### src/rtl/seq_pkg.sv
// Shared types and reset pattern for the note sequencer.
package seq_pkg;

  localparam int unsigned NUM_NOTES = 4;

  typedef enum logic [1:0] {IDLE, PLAY, GAP} seq_state_t;

  typedef struct packed {
    logic                         rest;
    logic [$clog2(NUM_NOTES)-1:0] note;
  } seq_step_t;

  // Power-up melody: rising then falling scale, final step is a rest.
  function automatic seq_step_t default_step(input int unsigned idx);
    seq_step_t s;
    s.rest = 1'b0;
    case (idx)
      0: s.note = 2'd0;
      1: s.note = 2'd1;
      2: s.note = 2'd2;
      3: s.note = 2'd3;
      4: s.note = 2'd2;
      5: s.note = 2'd1;
      6: s.note = 2'd0;
      default: begin
        s.rest = 1'b1;
        s.note = 2'd0;
      end
    endcase
    return s;
  endfunction

endpackage

### src/rtl/seq_pattern_ram.sv
// Melody pattern register file: one write port, one combinational read port.
module seq_pattern_ram
  import seq_pkg::*;
#(
  parameter int unsigned SEQ_LEN = 8
) (
  input  logic                       CLK,
  input  logic                       RST_N,
  input  logic                       WR_EN,
  input  logic [$clog2(SEQ_LEN)-1:0] WR_ADDR,
  input  seq_step_t                  WR_DATA,
  input  logic [$clog2(SEQ_LEN)-1:0] RD_ADDR,
  output seq_step_t                  RD_DATA
);

  seq_step_t mem [SEQ_LEN];

  always_ff @(posedge CLK or negedge RST_N) begin
    if (!RST_N) begin
      for (int unsigned i = 0; i < SEQ_LEN; i++) mem[i] <= default_step(i);
    end else if (WR_EN) begin
      mem[WR_ADDR] <= WR_DATA;
    end
  end

  assign RD_DATA = mem[RD_ADDR];

endmodule

### src/rtl/note_sequencer.sv
// Step sequencer: plays the stored pattern by driving oscillator NOTE_SEL and an audio GATE.
module note_sequencer
  import seq_pkg::*;
#(
  parameter int unsigned STEP_CYCLES = 5_000_000,
  parameter int unsigned GAP_CYCLES  = 500_000,
  parameter int unsigned SEQ_LEN     = 8
) (
  input  logic                       CLK,
  input  logic                       RST_N,
  input  logic                       START,
  input  logic                       STOP,
  input  logic                       LOOP,
  input  logic                       WR_EN,
  input  logic [$clog2(SEQ_LEN)-1:0] WR_ADDR,
  input  logic [2:0]                 WR_DATA,
  output logic [1:0]                 NOTE_SEL,
  output logic                       GATE,
  output logic [$clog2(SEQ_LEN)-1:0] STEP_IDX,
  output logic                       BUSY,
  output logic                       DONE
);

  localparam int unsigned AW = $clog2(SEQ_LEN);
  localparam int unsigned CW = $clog2(STEP_CYCLES);
  localparam logic [CW-1:0] PLAY_LAST = CW'(STEP_CYCLES - GAP_CYCLES - 1);
  localparam logic [CW-1:0] STEP_LAST = CW'(STEP_CYCLES - 1);
  localparam logic [AW-1:0] LAST_IDX  = AW'(SEQ_LEN - 1);
  localparam bit            HAS_GAP   = (GAP_CYCLES != 0);

  seq_state_t    state_q, state_d;
  logic [CW-1:0] cnt_q, cnt_d;
  logic [AW-1:0] idx_q, idx_d;
  logic [1:0]    note_q, note_d;
  logic          gate_q, gate_d;
  logic          done_q, done_d;
  logic [AW-1:0] rd_addr;
  seq_step_t     rd_data;
  logic          load;
  logic          step_end;

  seq_pattern_ram #(.SEQ_LEN(SEQ_LEN)) u_ram (
    .CLK     (CLK),
    .RST_N   (RST_N),
    .WR_EN   (WR_EN),
    .WR_ADDR (WR_ADDR),
    .WR_DATA (seq_step_t'(WR_DATA)),
    .RD_ADDR (rd_addr),
    .RD_DATA (rd_data)
  );

  always_ff @(posedge CLK or negedge RST_N) begin
    if (!RST_N) begin
      state_q <= IDLE;
      cnt_q   <= '0;
      idx_q   <= '0;
      note_q  <= '0;
      gate_q  <= 1'b0;
      done_q  <= 1'b0;
    end else begin
      state_q <= state_d;
      cnt_q   <= cnt_d;
      idx_q   <= idx_d;
      note_q  <= note_d;
      gate_q  <= gate_d;
      done_q  <= done_d;
    end
  end

  // With no gap the PLAY phase covers the whole step, so PLAY ends the step itself.
  assign step_end = (state_q == GAP  && cnt_q == STEP_LAST) ||
                    (state_q == PLAY && !HAS_GAP && cnt_q == PLAY_LAST);

  always_comb begin
    state_d = state_q;
    cnt_d   = cnt_q;
    idx_d   = idx_q;
    note_d  = note_q;
    gate_d  = gate_q;
    done_d  = 1'b0;
    rd_addr = '0;
    load    = 1'b0;
    if (STOP) begin
      state_d = IDLE;
      cnt_d   = '0;
      idx_d   = '0;
      gate_d  = 1'b0;
    end else begin
      case (state_q)
        IDLE: load = START;
        PLAY, GAP: begin
          if (step_end) begin
            if (idx_q != LAST_IDX) begin
              load    = 1'b1;
              rd_addr = idx_q + AW'(1);
            end else if (LOOP) begin
              load = 1'b1;
            end else begin
              state_d = IDLE;
              cnt_d   = '0;
              gate_d  = 1'b0;
              done_d  = 1'b1;
            end
          end else if (state_q == PLAY && cnt_q == PLAY_LAST) begin
            state_d = GAP;
            gate_d  = 1'b0;
            cnt_d   = cnt_q + CW'(1);
          end else begin
            cnt_d = cnt_q + CW'(1);
          end
        end
        default: state_d = IDLE;
      endcase
    end
    // Pattern read is pre-edge, so a same-edge write to this entry is not seen.
    if (load) begin
      state_d = PLAY;
      cnt_d   = '0;
      idx_d   = rd_addr;
      note_d  = rd_data.note;
      gate_d  = !rd_data.rest;
    end
  end

  assign NOTE_SEL = note_q;
  assign GATE     = gate_q;
  assign STEP_IDX = idx_q;
  assign BUSY     = (state_q != IDLE);
  assign DONE     = done_q;

endmodule

### config.mk
export PLATFORM = sky130hd
export DESIGN_NAME = note_sequencer
export DESIGN_NICKNAME = d
export VERILOG_FILES = /design/src/rtl/seq_pkg.sv /design/src/rtl/seq_pattern_ram.sv /design/src/rtl/note_sequencer.sv
export SDC_FILE = /design/constraint.sdc
export NUM_CORES = 1
export LEC_CHECK = 0
export CORE_MARGIN = 3
export CORE_UTILIZATION = 59
export DETAILED_ROUTE_END_ITERATION = 16
export GPL_ROUTABILITY_DRIVEN = 0
export PLACE_DENSITY = 0.79
export REMOVE_ABC_BUFFERS = 1
export SLEW_MARGIN = 30
export SYNTH_ARGS = -nofsm -noshare
export SYNTH_HDL_FRONTEND = slang
export SYNTH_HIERARCHICAL = 1
export SYNTH_SLANG_ARGS = --single-unit
### constraint.sdc
create_clock -name CLK -period 3.3 [get_ports CLK]
set_clock_uncertainty 0.1 [all_clocks]
set_input_delay 0.66 -clock CLK [delete_from_list [all_inputs] [get_ports CLK]]
set_output_delay 0.66 -clock CLK [all_outputs]
set_load 0.1 [all_outputs]
Fig. 1: gate-type map
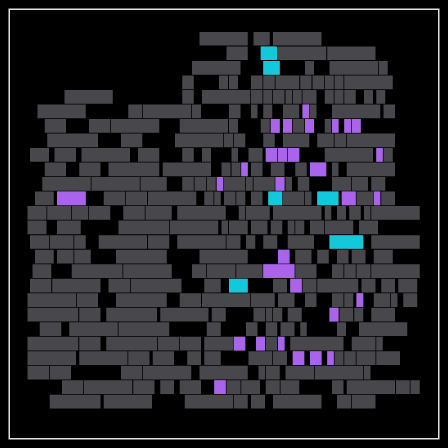
- nor cells: purple (cells 30; most used nor2_1)
- non-inverting ao/oa cells: cyan (cells 6; most used a22o_1)
most numerous logic cell after layout: dfrtp_1
final cell count without fillers: 377
Comb area share: 47.9%

==> run_results.csv <==
group,metric,value,unit
synthesis,synth-edff-count,0,
synthesis,synth_area,3250,um2
synthesis,ys_area,3250,um2
cts,clk-insertion-delay-late,0.31,ns
critical_path,worstSetupStartpointType,"flop",
cts,cts_buffer_depth,2,
critical_path,cp.arrival,3.11,ns
critical_path,timing.rr.end,"NOTE_SEL[0]$_DFFE_PN0N_",
synthesis,netlist_logic_family_top,"simple AND/OR/NAND/NOR gates",
timing,finalHoldViolations,0,
critical_path,regToRegSetupSlack,0.30,ns
timing,hold_ws,0.169,ns
timing,rsz0062_at_grt,"false",
cells_and_area,syn_to_final_growth,10.5,%
cts,cts_root_buf,"clkbuf_8",
pwr,ir_worst_vdd,0.282,mV
pwr,leakage,1.45,nW
die,die_w,80.2,um
cts,cts-buffers-inserted,5,
critical_path,reg2reg_depth,10,
drt,viasPerCell,6.32,
global_route,grt.total_usage,23.2,%
critical_path,crit_path_start,"state_q[0]$_DFFE_PN0P_",
run_status,outcome,"completed",
cts,cts-resized-gates,0,
die,fp_util,62.4,%
placement,hpwl,4960,um
cts,h-tree-depth,2,
synthesis,syn_inst,280,
synthesis,synth-adder-area-share,2.70,%
cts,cts_tree,"done",
timing,tightest_slew,0.637,ns
drt,routed_wl,6630,um
die,die-area,6430,um2
synthesis,synth_cell_types,61,
synthesis,ys_async_sr_fraction,100,%
critical_path,critical_path_class,"reg2reg",
global_route,grt_pass1_vias,2385,
Fig. 2: close-up of the layout
The bar under the picture is 5 um long. Region (30, 46) to (50, 66) um. Cells in grey, sequential cells in the stronger grey; small squares are vias.
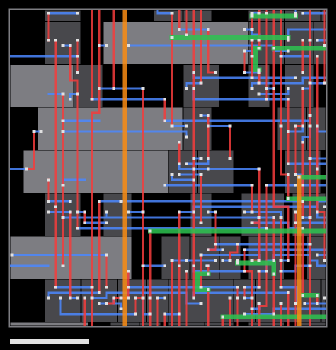
- metal 2: red
- metal 4: orange
- metal 3: green
- metal 1: blue
- most frequent: a21oi_1 (5), dfrtp_1 (4)
- cells with their middle in the window: 33
- netlist names of flops here include: cnt_q (4)
- sequential cells in the window: 4

synth_stat cells, types with 4 or more instances:
master | n | area (um2)
mux2_2 | 28 | 315
o21ai_0 | 4 | 20.0
or3_1 | 7 | 43.8
nor2_1 | 10 | 37.5
nand3_1 | 7 | 35.0
o21ai_1 | 7 | 35.0
nand2b_1 | 5 | 31.3
inv_1 | 9 | 33.8
a21oi_1 | 14 | 70.1
nor2b_1 | 4 | 25.0
nor4_1 | 4 | 25.0
nor3_1 | 8 | 40.0
dfstp_2 | 7 | 184
nand2_1 | 12 | 45.0
mux4_1 | 6 | 158
ha_1 | 7 | 87.6
dfrtp_1 | 49 | 1230
nand4_1 | 13 | 81.3
a31oi_1 | 6 | 37.5
mux2i_1 | 4 | 40.0
xnor2_1 | 4 | 35.0
and3_1 | 4 | 25.0
critical path, cell delays in order (launching register included):
cell     delay, ns
dfrtp_1       0.43
inv_1         0.10
ha_1          0.20
nand4_1       0.19
nor3_4        0.22
nand4_1       0.14
nor3_1        0.19
buf_4         0.20
mux4_1        0.57
mux2_2        0.27
mux2_1        0.29
kinds of logic (layout without fill, tap and decap cells):
group / count (synthesis) / in the layout
xor gates and xnor gates: 4 / 4
and+or+nand+nor: 101 / 101
muxes: 43 / 43
buffers and inverters: 19 / 46
AOI/OAI and AO/OA: 50 / 50
DFF: 56 / 56
adders and majority gates: 7 / 7
how the worst max path moves through the flow:
stage / depth (start not counted) / endpoint / slack [ns]
after floorplan: 6 / NOTE_SEL[0]$_DFFE_PN0N_ / -0.06
after global placement: 8 / NOTE_SEL[1]$_DFFE_PN0N_ / 0.36
after detailed placement: 8 / NOTE_SEL[0]$_DFFE_PN0N_ / 0.29
after CTS: 8 / NOTE_SEL[0]$_DFFE_PN0N_ / 0.28
after global routing: 11 / GATE$_DFFE_PN0P_ / 0.16
final: 10 / NOTE_SEL[0]$_DFFE_PN0N_ / 0.30
power by group:
group	switching, mW	internal (mW)	leakage [nW]
Clock	0.239	0.156	0.0463
Combinational	0.205	0.140	0.680
Sequential	0.0458	0.778	0.719
routing by layer:
metal	share of wire, %	routed length (um)	up-vias	GRT usage (%)
met5	0	0	-	0
met4	1.5	99	0	6.76
met3	3.5	233	10	3.92
met2	52	3450	52	39.8
met1	43	2850	1186	30.0
li1	-	-	1134	-
flip-flops by register name (all words and copies together) (netlist names):
name and count:
cnt_q 23, u_ram/mem 24, STEP_IDX 3, DONE 1
GATE 1, NOTE_SEL 2, state_q 2
layout make-up:
type                    instances  area [um2]
fillers                       396        1620
well taps                      70        87.6
clock inverters                 3        27.5
multi-input cells             205        1720
clock buffers                   5        68.8
inverters                       9        33.8
repair buffers                 29         240
flip-flops and latches         56        1410
Power figures rest on the tool's default switching activity, not on a simulated workload.
